Fig. 1: met1 routing
Scale bar: 20 um. Supply wires on this layer in grey.
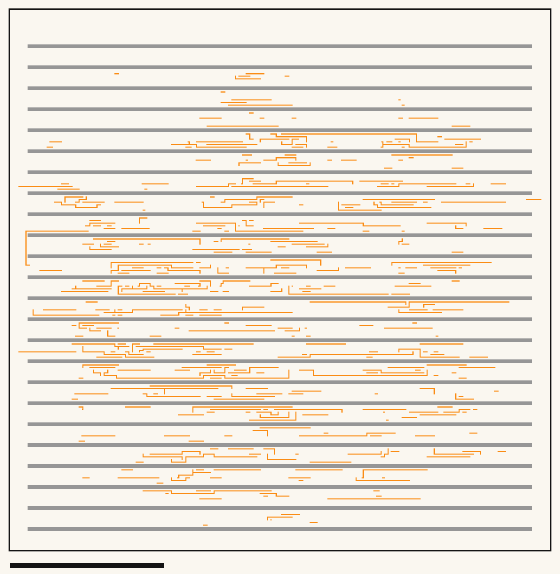
Fig. 2: metal 2
Scale bar: 20 um.
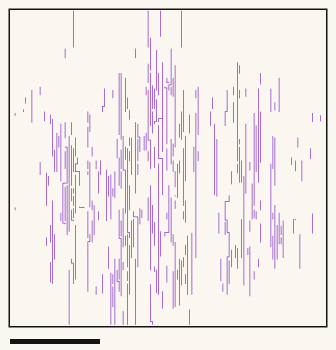
Fig. 3: met3 routing
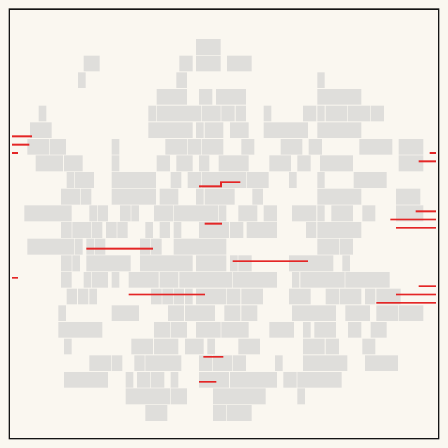
Fig. 4: routing congestion map
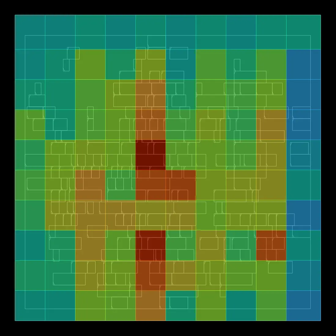
File: config.mk
export PLATFORM = sky130hd
export DESIGN_NAME = serial_bank_mapper
export DESIGN_NICKNAME = d
export VERILOG_FILES = /design/src/rtl/mapper_pkg.sv /design/src/rtl/serial_load_shifter.sv /design/src/rtl/serial_bank_mapper.sv
export SDC_FILE = /design/constraint.sdc
export NUM_CORES = 1
export LEC_CHECK = 0
export CORE_MARGIN = 2
export CORE_UTILIZATION = 30
export CTS_BUF_LIST = sky130_fd_sc_hd__clkbuf_8
export CTS_CLUSTER_SIZE = 25
export DETAILED_ROUTE_END_ITERATION = 7
export GPL_TIMING_DRIVEN = 0
export RECOVER_POWER = 25
export SYNTH_ARGS = -nofsm -noshare
export SYNTH_HDL_FRONTEND = slang
export SYNTH_SLANG_ARGS = --single-unit
File: constraint.sdc
create_clock -name CPU_M2 -period 3.09 [get_ports CPU_M2]
set_clock_uncertainty 0.2 [all_clocks]
set_input_delay 0.618 -clock CPU_M2 [delete_from_list [all_inputs] [get_ports CPU_M2]]
set_output_delay 0.618 -clock CPU_M2 [all_outputs]
set_load 0.02 [all_outputs]
File: src/rtl/mapper_pkg.sv
// Shared encodings and reset constants for the serial-load bank mapper.
package mapper_pkg;

    typedef enum logic [1:0] {
        REG_CONTROL = 2'b00,
        REG_CHR0    = 2'b01,
        REG_CHR1    = 2'b10,
        REG_PRG     = 2'b11
    } reg_sel_t;

    localparam logic [1:0] MIRROR_SINGLE_LO = 2'b00;
    localparam logic [1:0] MIRROR_SINGLE_HI = 2'b01;
    localparam logic [1:0] MIRROR_VERTICAL  = 2'b10;
    localparam logic [1:0] MIRROR_HORIZ     = 2'b11;

    localparam logic [1:0] PRG_MODE_32K_A   = 2'b00;
    localparam logic [1:0] PRG_MODE_32K_B   = 2'b01;
    localparam logic [1:0] PRG_MODE_FIX_LO  = 2'b10;
    localparam logic [1:0] PRG_MODE_FIX_HI  = 2'b11;

    localparam logic [4:0] SHIFT_INIT   = 5'b10000;
    localparam logic [4:0] CONTROL_INIT = 5'b01100;

endpackage

File: src/rtl/serial_load_shifter.sv
// Five-bit serial loader with consecutive-write filter; emits one-edge commit and D7 reset strobes.
module serial_load_shifter
    import mapper_pkg::*;
#(
    parameter bit IGNORE_CONSECUTIVE = 1'b1
) (
    input  logic       clk,
    input  logic       rst,
    input  logic       wr,
    input  logic       d0,
    input  logic       d7,
    input  logic       a13,
    input  logic       a14,
    output logic       commit,
    output logic       d7_reset,
    output logic [4:0] value,
    output reg_sel_t   sel
);

    logic [4:0] shift;
    logic       last_wr;
    logic       accept;

    // The strobes are combinational so the bank registers load on the same falling edge.
    assign accept   = wr & ~(IGNORE_CONSECUTIVE & last_wr);
    assign d7_reset = accept & d7;
    assign commit   = accept & ~d7 & shift[0];
    assign value    = {d0, shift[4:1]};
    assign sel      = reg_sel_t'({a14, a13});

    always_ff @(negedge clk) begin
        if (rst) begin
            shift   <= SHIFT_INIT;
            last_wr <= 1'b0;
        end else begin
            last_wr <= wr;
            if (d7_reset || commit) begin
                shift <= SHIFT_INIT;
            end else if (accept) begin
                shift <= value;
            end
        end
    end

endmodule

File: src/rtl/serial_bank_mapper.sv
// MMC1-class mapper: bank registers loaded serially, with combinational PRG/CHR/WRAM/CIRAM decode.
module serial_bank_mapper
    import mapper_pkg::*;
#(
    parameter int PRG_BANK_BITS      = 4,
    parameter int CHR_BANK_BITS      = 5,
    parameter bit IGNORE_CONSECUTIVE = 1'b1,
    parameter bit OUTER_PRG          = 1'b0
) (
    input  logic                     CPU_M2,
    input  logic                     RST,
    input  logic                     CPU_A13,
    input  logic                     CPU_A14,
    input  logic                     nCPU_ROMSEL,
    input  logic                     nCPU_RW,
    input  logic                     CPU_D0,
    input  logic                     CPU_D7,
    input  logic                     PPU_A12,
    input  logic                     PPU_A11,
    input  logic                     PPU_A10,
    output logic                     CIRAM_A10,
    output logic [PRG_BANK_BITS-1:0] PRG_A,
    output logic                     PRG_A_OUTER,
    output logic                     nPRG_CE,
    output logic                     nWRAM_CE,
    output logic [CHR_BANK_BITS-1:0] CHR_A
);

    logic [4:0] control, chr0, chr1, prg;
    logic       wr, commit, d7_reset;
    logic [4:0] value;
    reg_sel_t   sel;

    assign wr = ~nCPU_ROMSEL & ~nCPU_RW;

    serial_load_shifter #(
        .IGNORE_CONSECUTIVE(IGNORE_CONSECUTIVE)
    ) u_shifter (
        .clk      (CPU_M2),
        .rst      (RST),
        .wr       (wr),
        .d0       (CPU_D0),
        .d7       (CPU_D7),
        .a13      (CPU_A13),
        .a14      (CPU_A14),
        .commit   (commit),
        .d7_reset (d7_reset),
        .value    (value),
        .sel      (sel)
    );

    always_ff @(negedge CPU_M2) begin
        if (RST) begin
            control <= CONTROL_INIT;
            chr0    <= 5'b00000;
            chr1    <= 5'b00000;
            prg     <= 5'b00000;
        end else if (d7_reset) begin
            control <= control | CONTROL_INIT;
        end else if (commit) begin
            case (sel)
                REG_CONTROL: control <= value;
                REG_CHR0:    chr0    <= value;
                REG_CHR1:    chr1    <= value;
                REG_PRG:     prg     <= value;
                default:     prg     <= value;
            endcase
        end
    end

    always_comb begin
        CIRAM_A10 = 1'b0;
        case (control[1:0])
            MIRROR_SINGLE_LO: CIRAM_A10 = 1'b0;
            MIRROR_SINGLE_HI: CIRAM_A10 = 1'b1;
            MIRROR_VERTICAL:  CIRAM_A10 = PPU_A10;
            MIRROR_HORIZ:     CIRAM_A10 = PPU_A11;
            default:          CIRAM_A10 = 1'b0;
        endcase
    end

    logic [PRG_BANK_BITS-1:0] prg_bank, prg_bank_32k;

    // In 32 KB mode the bank's low bit is replaced by CPU A14 rather than sliced off.
    always_comb begin
        prg_bank        = prg[PRG_BANK_BITS-1:0];
        prg_bank_32k    = prg_bank;
        prg_bank_32k[0] = CPU_A14;
        PRG_A           = prg_bank;
        case (control[3:2])
            PRG_MODE_32K_A,
            PRG_MODE_32K_B:  PRG_A = prg_bank_32k;
            PRG_MODE_FIX_LO: PRG_A = CPU_A14 ? prg_bank : '0;
            PRG_MODE_FIX_HI: PRG_A = CPU_A14 ? '1 : prg_bank;
            default:         PRG_A = prg_bank;
        endcase
    end

    logic [CHR_BANK_BITS-1:0] chr_bank_8k;

    always_comb begin
        chr_bank_8k    = chr0[CHR_BANK_BITS-1:0];
        chr_bank_8k[0] = PPU_A12;
        if (control[4]) begin
            CHR_A = PPU_A12 ? chr1[CHR_BANK_BITS-1:0] : chr0[CHR_BANK_BITS-1:0];
        end else begin
            CHR_A = chr_bank_8k;
        end
    end

    assign PRG_A_OUTER = OUTER_PRG & chr0[4];
    assign nPRG_CE     = nCPU_ROMSEL | ~nCPU_RW;
    assign nWRAM_CE    = ~(nCPU_ROMSEL & CPU_M2 & CPU_A14 & CPU_A13 & ~prg[4]);

endmodule

==> flow_summary.toml <==
# physical design summary
[worst_setup_path]
rrSetupSlack_ns = 1.55
worst_setup_path_start_kind = "flop"
cp-end-kind = "output port"
rr_worst_depth = 3
crit_start = "control[4]"

[yosys]
ys_ff = 26
aoi_share_pct = 10.7
xor_area_share_pct = 0

[routing]
drtPass1Iterations = 4

[hold_path]
min_to = "chr1[1]"

[power_and_ir_drop]
switching_power_mw = 0.254
intPower_mw = 0.593
combPwrFrac_pct = 9.0
power_leakage_nw = 0.924
ir_drop_v = 0.000237
p_total_mw = 0.848

[placed_design]
dpl_worst_slack_ns = -0.858
gp_congestion = 0.797
post-place-cells = 212

[sta]
setup_viol = 30
worst_slack_ns = -0.612
worst_pin_slew_ns = 0.571
relSlewSlack_pct = 61.9

[clock_tree]
path_clk_slew_ns = 0.04
tritoncts = "done"

[global_routing]
antenna_found_initial = 0
grt_pass1_wl_um = 5290
grt_start_max_net_pins = 14
first_global_vias = 1308

[run_status]
status = "finished, violations left"
violations = "setup timing"

[job]
max-cap-violations = 0

[finish]
lay_top_count = "inv_1"
nNetsFinal = 212
fin_cells = 249

[floorplan]
die-height_um = 70.0
## Picture notes: Fig. 1
share of all routed wire: 44%
nets with wire on the layer: 189
Vias: 1210
final WL: 3140 um
met1 GRT Util: 14.0%

## Picture notes: Fig. 2
share of all routed wire: 52%
longest straight run: 32.0 um
main direction: vertical
wire length on this layer: 1620 um

## Picture notes: Fig. 3
longest straight run: 12.2 um
share of all routed wire: 3.0%
nets with wire on the layer: 16
wire length on this layer: 94.5 um
main direction: horizontal
met3 Usage GRT: 6.20%

## Picture notes: Fig. 4
Avg WL per Cell: 12.6 um
GRT Total Usage: 13.4%
fin util: 47.6%

-- stage by stage --
step	cell area, sq um	util [%]	hold WS, ns	setup TNS, ns
detailed placement	1650	40.3	0.266	-24.89
global placement	1650	40.3	0.259	-24.43
global route	1950	47.6	0.287	-9.26
CTS	1910	46.8	0.277	-5.92
finish	1950	47.6	0.271	-7.69
floorplan	1360	-	0.247	-1.95
-- layout make-up --
class | instances | area, sq um
clock inverters | 26 | 97.6
flip-flops and latches | 26 | 532
plain buffers | 8 | 57.6
fillers | 403 | 2140
multi-input cells | 104 | 851
clock buffers | 7 | 93.8
well taps | 50 | 62.6
repair buffers | 27 | 249
inverters | 1 | 3.75
-- state kept, by name, indices dropped and copies added, names as in the netlist --
| signal | count |
|---|---|
| chr0 | 5 |
| chr1 | 5 |
| control | 5 |
| prg | 5 |
| u_shifter.last_wr | 1 |
| u_shifter.shift | 5 |
-- power by group through the flow --
stage          registers, mW  clock network (mW)  logic [mW]
6_report               0.339               0.432      0.0762
5_1_grt                0.338               0.498      0.0809
4_1_cts                0.339               0.454      0.0755
3_5_place_dp           0.346              0.0622      0.0714
3_3_place_gp           0.346              0.0622      0.0707
2_1_floorplan          0.345              0.0588      0.0384
-- routing by layer --
metal,vias to the layer above,track usage (%),part of all wire [%]
met1,575,14.0,44
met4,0,9.62,1.1
met2,22,21.1,52
met3,4,6.20,3.0
li1,609,-,-
met5,-,0,0
-- cells by family (layout without fill, tap and decap cells) --
logic type,Yosys count,in the layout
mux,19,19
buf+inv,10,69
compound gates,25,25
flops,26,26
simple gates,59,59
other cells,1,1
-- synth_stat cells --
cell | instances | area (sq um)
dfxtp_1 | 26 | 521
nand2b_1 | 23 | 144
a21oi_1 | 18 | 90.1
mux2i_1 | 15 | 150
nand3_1 | 11 | 55.1
nor2_1 | 8 | 30.0
nand2_1 | 5 | 18.8
buf_4 | 4 | 30.0
mux2_2 | 4 | 45.0
o21ai_2 | 3 | 26.3
buf_6 | 2 | 22.5
inv_1 | 2 | 7.51
o21ai_1 | 2 | 10.0
a31oi_1 | 1 | 6.26
and4b_2 | 1 | 11.3
buf_2 | 1 | 5.00
clkbuf_1 | 1 | 3.75
conb_1 | 1 | 3.75
nand4_1 | 1 | 6.26
nand4_2 | 1 | 12.5
nand4b_2 | 1 | 15.0
nor2b_1 | 1 | 6.26
nor3_1 | 1 | 5.00
nor3_4 | 1 | 16.3
nor4_1 | 1 | 6.26
nor4b_4 | 1 | 23.8
o21bai_1 | 1 | 7.51
or2_2 | 1 | 6.26
or3_1 | 1 | 6.26
or4b_4 | 1 | 13.8
-- worst max-delay path, cell delays in order (launching register included) --
cell	delay (ns)
dfxtp_4	0.38
nand2_8	0.07
mux2_4	0.31
buf_6	0.13
-- timing repair --
item | in CTS | in global routing
endpoints found under the setup margin | 38 | 28
hold endpoints to repair | 0 | 0
buffers inserted | 5 | 1
pin swaps | 12 | 5
resized | 95 | 14
hold buffers | 0 | 0
No activity file was given, so power comes from the tool's default toggle rates.
